## src/rtl/z80bd_pkg.sv

```systemverilog
// Shared constants, source ids and FSM state type for the Z80 board
// interrupt controller.
package z80bd_pkg;

  localparam int         TICK_DIV_DEFAULT  = 480000;
  localparam logic [7:0] PORT_BASE_DEFAULT = 8'h14;

  localparam logic [7:0] OFS_MASK  = 8'd0;
  localparam logic [7:0] OFS_VBASE = 8'd1;
  localparam logic [7:0] OFS_PEND  = 8'd2;

  localparam logic [1:0] SRC_TIMER = 2'd0;
  localparam logic [1:0] SRC_UART  = 2'd1;
  localparam logic [1:0] SRC_SOFT  = 2'd2;
  localparam logic [1:0] SRC_SPUR  = 2'd3;

  typedef enum logic [1:0] {
    IDLE    = 2'd0,
    ACK     = 2'd1,
    RECOVER = 2'd2
  } int_state_e;

  // Lowest set bit wins; an empty request set yields the spurious id.
  function automatic logic [1:0] pick_src(input logic [2:0] req);
    logic [1:0] id;
    if (req[0])      id = SRC_TIMER;
    else if (req[1]) id = SRC_UART;
    else if (req[2]) id = SRC_SOFT;
    else             id = SRC_SPUR;
    return id;
  endfunction

endpackage

```

## src/rtl/z80bd_sync_fall.sv

```systemverilog
// Two-flop synchroniser for an active-low asynchronous strobe, resetting
// to the inactive level, with a one-cycle falling-edge pulse.
module z80bd_sync_fall (
  input  logic clk,
  input  logic rst,
  input  logic async_n,
  output logic level,
  output logic fall
);

  logic meta;
  logic sync;
  logic prev;

  always_ff @(posedge clk) begin
    if (rst) begin
      meta <= 1'b1;
      sync <= 1'b1;
      prev <= 1'b1;
    end else begin
      meta <= async_n;
      sync <= meta;
      prev <= sync;
    end
  end

  assign level = sync;
  assign fall  = prev & ~sync;

endmodule

```

## src/rtl/z80bd_int_ctrl.sv

```systemverilog
// Vectored IM2 interrupt controller: latches timer/UART/soft requests,
// drives the Z80 INT pin and serves mask/vbase/pend I/O ports and the ack vector.
module z80bd_int_ctrl
  import z80bd_pkg::*;
#(
  parameter int         TICK_DIV  = TICK_DIV_DEFAULT,
  parameter logic [7:0] PORT_BASE = PORT_BASE_DEFAULT
) (
  input  logic       CLK_24MHz,
  input  logic       RES,
  input  logic       IORQ,
  input  logic       M1,
  input  logic       RD,
  input  logic       WR,
  input  logic [7:0] A,
  input  logic [7:0] D_IN,
  output logic [7:0] D_OUT,
  output logic       D_OE,
  input  logic       U_INT,
  output logic       INT
);

  localparam int CNT_W = (TICK_DIV > 1) ? $clog2(TICK_DIV) : 1;

  logic iowr_lvl_unused;
  logic iowr_fall;
  logic iord_lvl;
  logic iord_fall_unused;
  logic ack_lvl;
  logic ack_fall;
  logic uint_n_lvl;
  logic uint_rise_unused;

  z80bd_sync_fall u_sync_wr (
    .clk     (CLK_24MHz),
    .rst     (RES),
    .async_n (IORQ | WR),
    .level   (iowr_lvl_unused),
    .fall    (iowr_fall)
  );

  z80bd_sync_fall u_sync_rd (
    .clk     (CLK_24MHz),
    .rst     (RES),
    .async_n (IORQ | RD),
    .level   (iord_lvl),
    .fall    (iord_fall_unused)
  );

  z80bd_sync_fall u_sync_ack (
    .clk     (CLK_24MHz),
    .rst     (RES),
    .async_n (M1 | IORQ),
    .level   (ack_lvl),
    .fall    (ack_fall)
  );

  // U_INT is active-high; inverting it lets the reset-to-1 synchroniser idle inactive.
  z80bd_sync_fall u_sync_uint (
    .clk     (CLK_24MHz),
    .rst     (RES),
    .async_n (~U_INT),
    .level   (uint_n_lvl),
    .fall    (uint_rise_unused)
  );

  logic hit_mask;
  logic hit_vbase;
  logic hit_pend;
  logic hit_any;

  assign hit_mask  = (A == PORT_BASE + OFS_MASK);
  assign hit_vbase = (A == PORT_BASE + OFS_VBASE);
  assign hit_pend  = (A == PORT_BASE + OFS_PEND);
  assign hit_any   = hit_mask | hit_vbase | hit_pend;

  logic [CNT_W-1:0] tmr_cnt;
  logic             tick;

  assign tick = (tmr_cnt == CNT_W'(TICK_DIV - 1));

  always_ff @(posedge CLK_24MHz) begin
    if (RES)       tmr_cnt <= '0;
    else if (tick) tmr_cnt <= '0;
    else           tmr_cnt <= tmr_cnt + 1'b1;
  end

  logic [2:0] mask;
  logic [4:0] vbase;
  logic       pend_tmr;
  logic       pend_soft;
  logic [2:0] pend;
  logic [2:0] req;

  assign pend = {pend_soft, ~uint_n_lvl, pend_tmr};
  assign req  = pend & mask;

  int_state_e state;
  int_state_e state_next;
  logic [1:0] src;
  logic [1:0] src_next;

  always_ff @(posedge CLK_24MHz) begin
    if (RES) begin
      state <= IDLE;
      src   <= SRC_TIMER;
    end else begin
      state <= state_next;
      src   <= src_next;
    end
  end

  always_comb begin
    state_next = state;
    src_next   = src;
    unique case (state)
      IDLE: begin
        if (ack_fall) begin
          state_next = ACK;
          src_next   = pick_src(req);
        end
      end
      ACK:     if (ack_lvl) state_next = RECOVER;
      RECOVER: state_next = IDLE;
      default: state_next = IDLE;
    endcase
  end

  // An acknowledge detected in the same cycle as a write strobe suppresses the write.
  logic ack_enter;
  logic wr_go;
  logic soft_set;
  logic clr_tmr;
  logic clr_soft;

  assign ack_enter = (state == IDLE) && ack_fall;
  assign wr_go     = (state == IDLE) && iowr_fall && !ack_fall;
  assign soft_set  = wr_go && hit_pend && D_IN[7];
  assign clr_tmr   = (wr_go && hit_pend && D_IN[0]) ||
                     (ack_enter && (src_next == SRC_TIMER));
  assign clr_soft  = (wr_go && hit_pend && D_IN[2]) ||
                     (ack_enter && (src_next == SRC_SOFT));

  always_ff @(posedge CLK_24MHz) begin
    if (RES) begin
      mask      <= '0;
      vbase     <= '0;
      pend_tmr  <= 1'b0;
      pend_soft <= 1'b0;
    end else begin
      if (wr_go && hit_mask)  mask  <= D_IN[2:0];
      if (wr_go && hit_vbase) vbase <= D_IN[7:3];
      if (tick)         pend_tmr <= 1'b1;
      else if (clr_tmr) pend_tmr <= 1'b0;
      if (soft_set)      pend_soft <= 1'b1;
      else if (clr_soft) pend_soft <= 1'b0;
    end
  end

  logic [7:0] rd_data;

  always_comb begin
    rd_data = '0;
    if (hit_mask)       rd_data = {5'b0, mask};
    else if (hit_vbase) rd_data = {vbase, 3'b0};
    else if (hit_pend)  rd_data = {5'b0, pend};
  end

  logic       int_n_next;
  logic       oe_next;
  logic [7:0] dout_next;

  // Outputs follow the upcoming state so the vector appears together with ACK.
  always_comb begin
    int_n_next = 1'b1;
    oe_next    = 1'b0;
    dout_next  = '0;
    unique case (state_next)
      IDLE: begin
        int_n_next = ~|req;
        if (!iord_lvl && hit_any) begin
          oe_next   = 1'b1;
          dout_next = rd_data;
        end
      end
      ACK: begin
        oe_next   = 1'b1;
        dout_next = {vbase, src_next, 1'b0};
      end
      RECOVER: begin
        oe_next = 1'b0;
      end
      default: begin
        oe_next = 1'b0;
      end
    endcase
  end

  always_ff @(posedge CLK_24MHz) begin
    if (RES) begin
      INT   <= 1'b1;
      D_OE  <= 1'b0;
      D_OUT <= '0;
    end else begin
      INT   <= int_n_next;
      D_OE  <= oe_next;
      D_OUT <= dout_next;
    end
  end

endmodule

```

## config.mk

```make
export PLATFORM = sky130hd
export DESIGN_NAME = z80bd_int_ctrl
export DESIGN_NICKNAME = d
export VERILOG_FILES = /design/src/rtl/z80bd_pkg.sv /design/src/rtl/z80bd_sync_fall.sv /design/src/rtl/z80bd_int_ctrl.sv
export SDC_FILE = /design/constraint.sdc
export NUM_CORES = 1
export LEC_CHECK = 0
export CAP_MARGIN = 20
export CORE_UTILIZATION = 55
export CTS_CLUSTER_DIAMETER = 200
export DETAILED_ROUTE_END_ITERATION = 10
export PLACE_DENSITY = 0.92
export SYNTH_ARGS = -nofsm -noshare
export SYNTH_HDL_FRONTEND = slang
export SYNTH_SLANG_ARGS = --single-unit
```

## constraint.sdc

```tcl
create_clock -name CLK_24MHz -period 3.3 [get_ports CLK_24MHz]
set_input_delay 0.66 -clock CLK_24MHz [delete_from_list [all_inputs] [get_ports CLK_24MHz]]
set_output_delay 0.66 -clock CLK_24MHz [all_outputs]
set_load 0.01 [all_outputs]
```

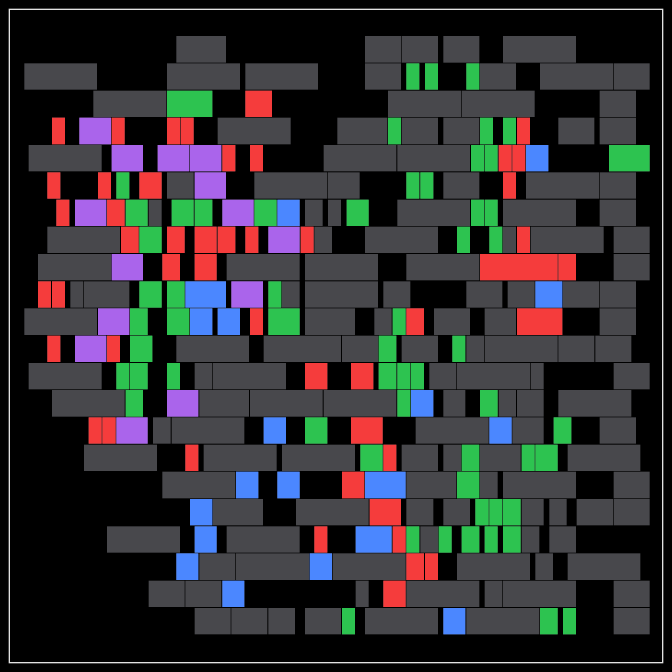
logic_types.png
- blue: AND and OR gates (cells 19)
- green: NAND gates (cells 60)
- red: NOR gates (cells 48)
- purple: XOR/XNOR gates (cells 14)

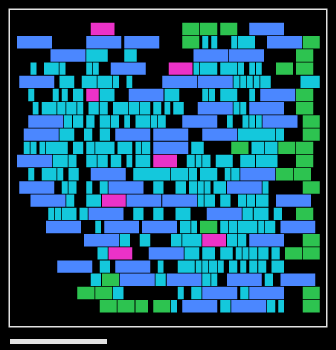
placement_by_type.png
Bar = 20 µm.
- green: other buffers and delay cells (cells 33)
- blue: flops (cells 53)
- magenta: clock drivers and dummy loads (cells 7)
- cyan: combinational and other logic (cells 184)

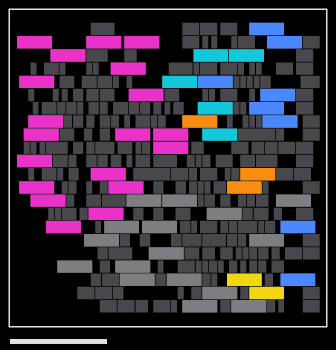
flops_by_reg.png
Bar = 20 µm. Other sequential cells in the stronger gray, the rest of the logic in the fainter gray.
- yellow: `src` (sequential cells 2)
- magenta: `tmr_cnt` (sequential cells 19)
- cyan: `vbase` (sequential cells 5)
- orange: `mask` (sequential cells 3)
- blue: `D_OUT` (sequential cells 8)
- not colored: 16

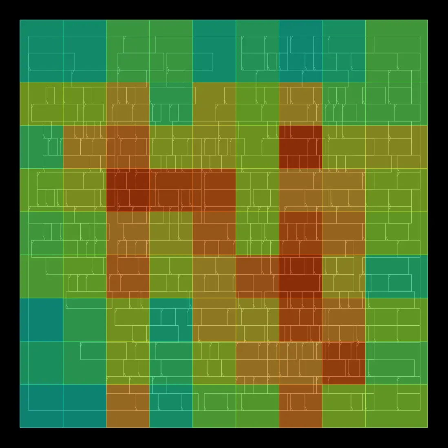
congestion.png
core utilization of the finished layout: 70.55%
routed wire length per instance: 13.08 µm
grt met3 use: 5.035%
met1 Use GR: 24.07%

==> impl_metrics.py <==
# Generated from Yosys and OpenROAD reports
metrics = {
    "setup_path": {
        "timing.critical_path.max_delay_family": "simple AND/OR/NAND/NOR gates",
        "path_buffers": 1,
        "cp_endpoint": "vbase[2]$_SDFFE_PP0P_",
        "setup.worst_path.start_class": "input pin",
        "timing.critical_path.from": "A[5]",
        "critPathMaxFanout": 5,
        "rr_startpoint": "tmr_cnt[0]$_SDFF_PP0_",
        "crit_arrival_ns": 2.45,
        "reg2reg_to": "tmr_cnt[12]$_SDFF_PP0_",
        "critical_path.slowest_cell": "sky130_fd_sc_hd__nor4_4",
        "timing.reg2reg.worst_path_depth": 5,
        "crit_cells": 5,
        "required_ns": 3.53,
        "worstSetupEndpointType": "flip-flop",
        "worst-r2r-setup-slack_ns": 1.26,
        "critical-path-max-stage-delay_ns": 0.45,
        "criticalPathCategory": "in2reg",
    },
    "logic_synthesis": {
        "synthTopCellsByCount": "53 x sky130_fd_sc_hd__dfxtp_1, 31 x sky130_fd_sc_hd__nand2_1, 28 x sky130_fd_sc_hd__nor2_1",
        "synth.yosys.seq_area_share_pct": 48.40,
        "synth_xor_xnor_area_share_pct": 5.594,
        "synth-simple-area-share_pct": 30.82,
        "adder_share_pct": 0.5708,
        "async_reset_ff_share_pct": 0,
        "post_syn_area_per_cell_um2": 8.984,
        "dominant_cell_by_count_in_the_synthesized_netlist": "sky130_fd_sc_hd__dfxtp_1",
        "yosysWarnings": 0,
        "synth.area.top_cells": "sky130_fd_sc_hd__dfxtp_1 48%, sky130_fd_sc_hd__nand2_1 5.3%, sky130_fd_sc_hd__nor2_1 4.8%",
        "enable_flop_cells": 0,
        "ys_sh_aoi_pct": 9.018,
        "ff_type": "sky130_fd_sc_hd__dfxtp_1",
        "post_synth_main_logic_family": "simple AND/OR/NAND/NOR gates",
        "mux_area_share_pct": 3.253,
        "largest_area_cell": "sky130_fd_sc_hd__dfxtp_1",
        "gate_count_after_technology_mapping": 244,
        "syn_area_um2": 2192,
        "ys_seq_elements": 53,
        "netlist.area_leader.share_pct": 48.40,
        "post_synth_num_cell_types": 45,
    },
    "finish": {
        "insertedDiodeCount": 0,
        "final_cell_count_no_fill": 325,
        "nets": 301,
        "drive_gt1_share_pct": 8.664,
        "n_fill_cell": 304,
        "area_growth_syn_to_layout_pct": 20.49,
        "summed_area_of_non_filler_cells_in_the_final_layout_um2": 2641,
        "layout_top_cells": "53 x sky130_fd_sc_hd__dfxtp_1, 32 x sky130_fd_sc_hd__clkdlybuf4s50_1, 31 x sky130_fd_sc_hd__nand2_1",
        "layout.cells.most_common": "sky130_fd_sc_hd__dfxtp_1",
    },
    "cts": {
        "cts_resized": 0,
        "cts_buffer_depth": 2,
        "clock_latency_ns": 0.30,
        "h_tree_levels": 2,
        "cts-root-buf": "sky130_fd_sc_hd__clkbuf_8",
        "cts-buffers-inserted": 5,
        "tritoncts": "done",
        "holdBufCountCts": 0,
        "clock_sink_count": 53,
        "post_cts_buffers": 0,
    },
    "timing": {
        "rsz0062_at_grt": "no",
        "timing.final.hold_violations": 0,
        "slew_headroom_pct": 36.90,
        "max_clock_freq_mhz": 449.9,
        "timing.final.crit_share_pct": 67.35,
        "post-route-min-period_ns": 2.223,
        "clock_skew_ns": 0.01205,
        "finalHoldWorstSlack_ns": 0.3986,
        "layout_setup_ws_ns": 1.077,
        "setup_violations": 0,
        "final-max-slew-violation-count": 0,
    },
    "job": {
        "max-cap-violations": 0,
        "log.warning_count": 26,
    },
    "placed_design": {
        "place_hpwl_um": 3158,
        "dp_worst_setup_slack_ns": 0.7527,
        "placement.io_buffers": 32,
        "finalWeightedCongestion": 0.8706,
        "dp.cells": 318,
        "dpl_cell_area_um2": 2551,
    },
    "status": {
        "status": "completed",
    },
    "die": {
        "core.rowCount": 22,
        "io-pin-count": 33,
        "floorplan.core_area_um2": 3744,
        "die_width_um": 65.13,
        "fp-utilization_pct": 58.56,
        "chipArea_um2": 4242,
        "die.size.y_um": 65.13,
    },
    "pwr": {
        "power-per-cell-area_nw_per_um2": 411.2,
        "worst_ir_drop_vdd_mv": 0.2577,
        "p_total_mw": 1.086,
    },
    "detailed_routing": {
        "detailroute.via_count": 1831,
        "first_pass_iteration_count_of_the_detailed_router": 4,
        "routed_wirelength_um": 4251,
        "first_iter_violations": 126,
        "drcViolationCount": 0,
        "met3WireLength_um": 216,
        "wl_met1_um": 1857,
        "postRouteAntennaNets": 0,
        "wl_met2_um": 2124,
        "route.top_layer_used": "met4",
    },
    "grt": {
        "largest_net_degree_at_the_start_of_global_routing": 24,
        "grt_pass1_wl_um": 7086,
        "grt_util_all_layers_pct": 21.57,
        "use_met2_pct": 39.84,
        "busiest_layer": "met2",
        "grt.overflow.total": 0,
        "initial_antenna_violation_count": 0,
        "grt_pass1_vias": 1672,
    },
    "min_path": {
        "whs_endpoint": "u_sync_rd.level$_SDFF_PP1_",
        "hold_depth": 1,
        "tightest_hold_check_type": "reg2reg",
    },
}
registers in the layout, indices dropped and copies added, names as in the netlist, 2 cells and up:
| signal | count |
|---|---|
| D_OUT | 8 |
| tmr_cnt | 19 |
| state | 2 |
| src | 2 |
| vbase | 5 |
| mask | 3 |
where the power goes:
part           switching [mW]  total [mW]  internal [mW]
clock                   0.198       0.364          0.166
combinational          0.0318      0.0682         0.0364
sequential            0.00633       0.654          0.648
total                   0.236        1.09          0.850
layout make-up:
class / count / area [µm²] / share of cell area [%]
Tap cell: 48 / 60.06 / 2.274
Inverter: 6 / 22.52 / 0.8527
Clock buffer: 6 / 82.58 / 3.126
Timing Repair Buffer: 33 / 327.8 / 12.41
Multi-Input combinational cell: 178 / 1080 / 40.88
Clock inverter: 1 / 7.507 / 0.2842
Sequential cell: 53 / 1061 / 40.17
Power figures rest on the tool's default switching activity, not on a simulated workload.
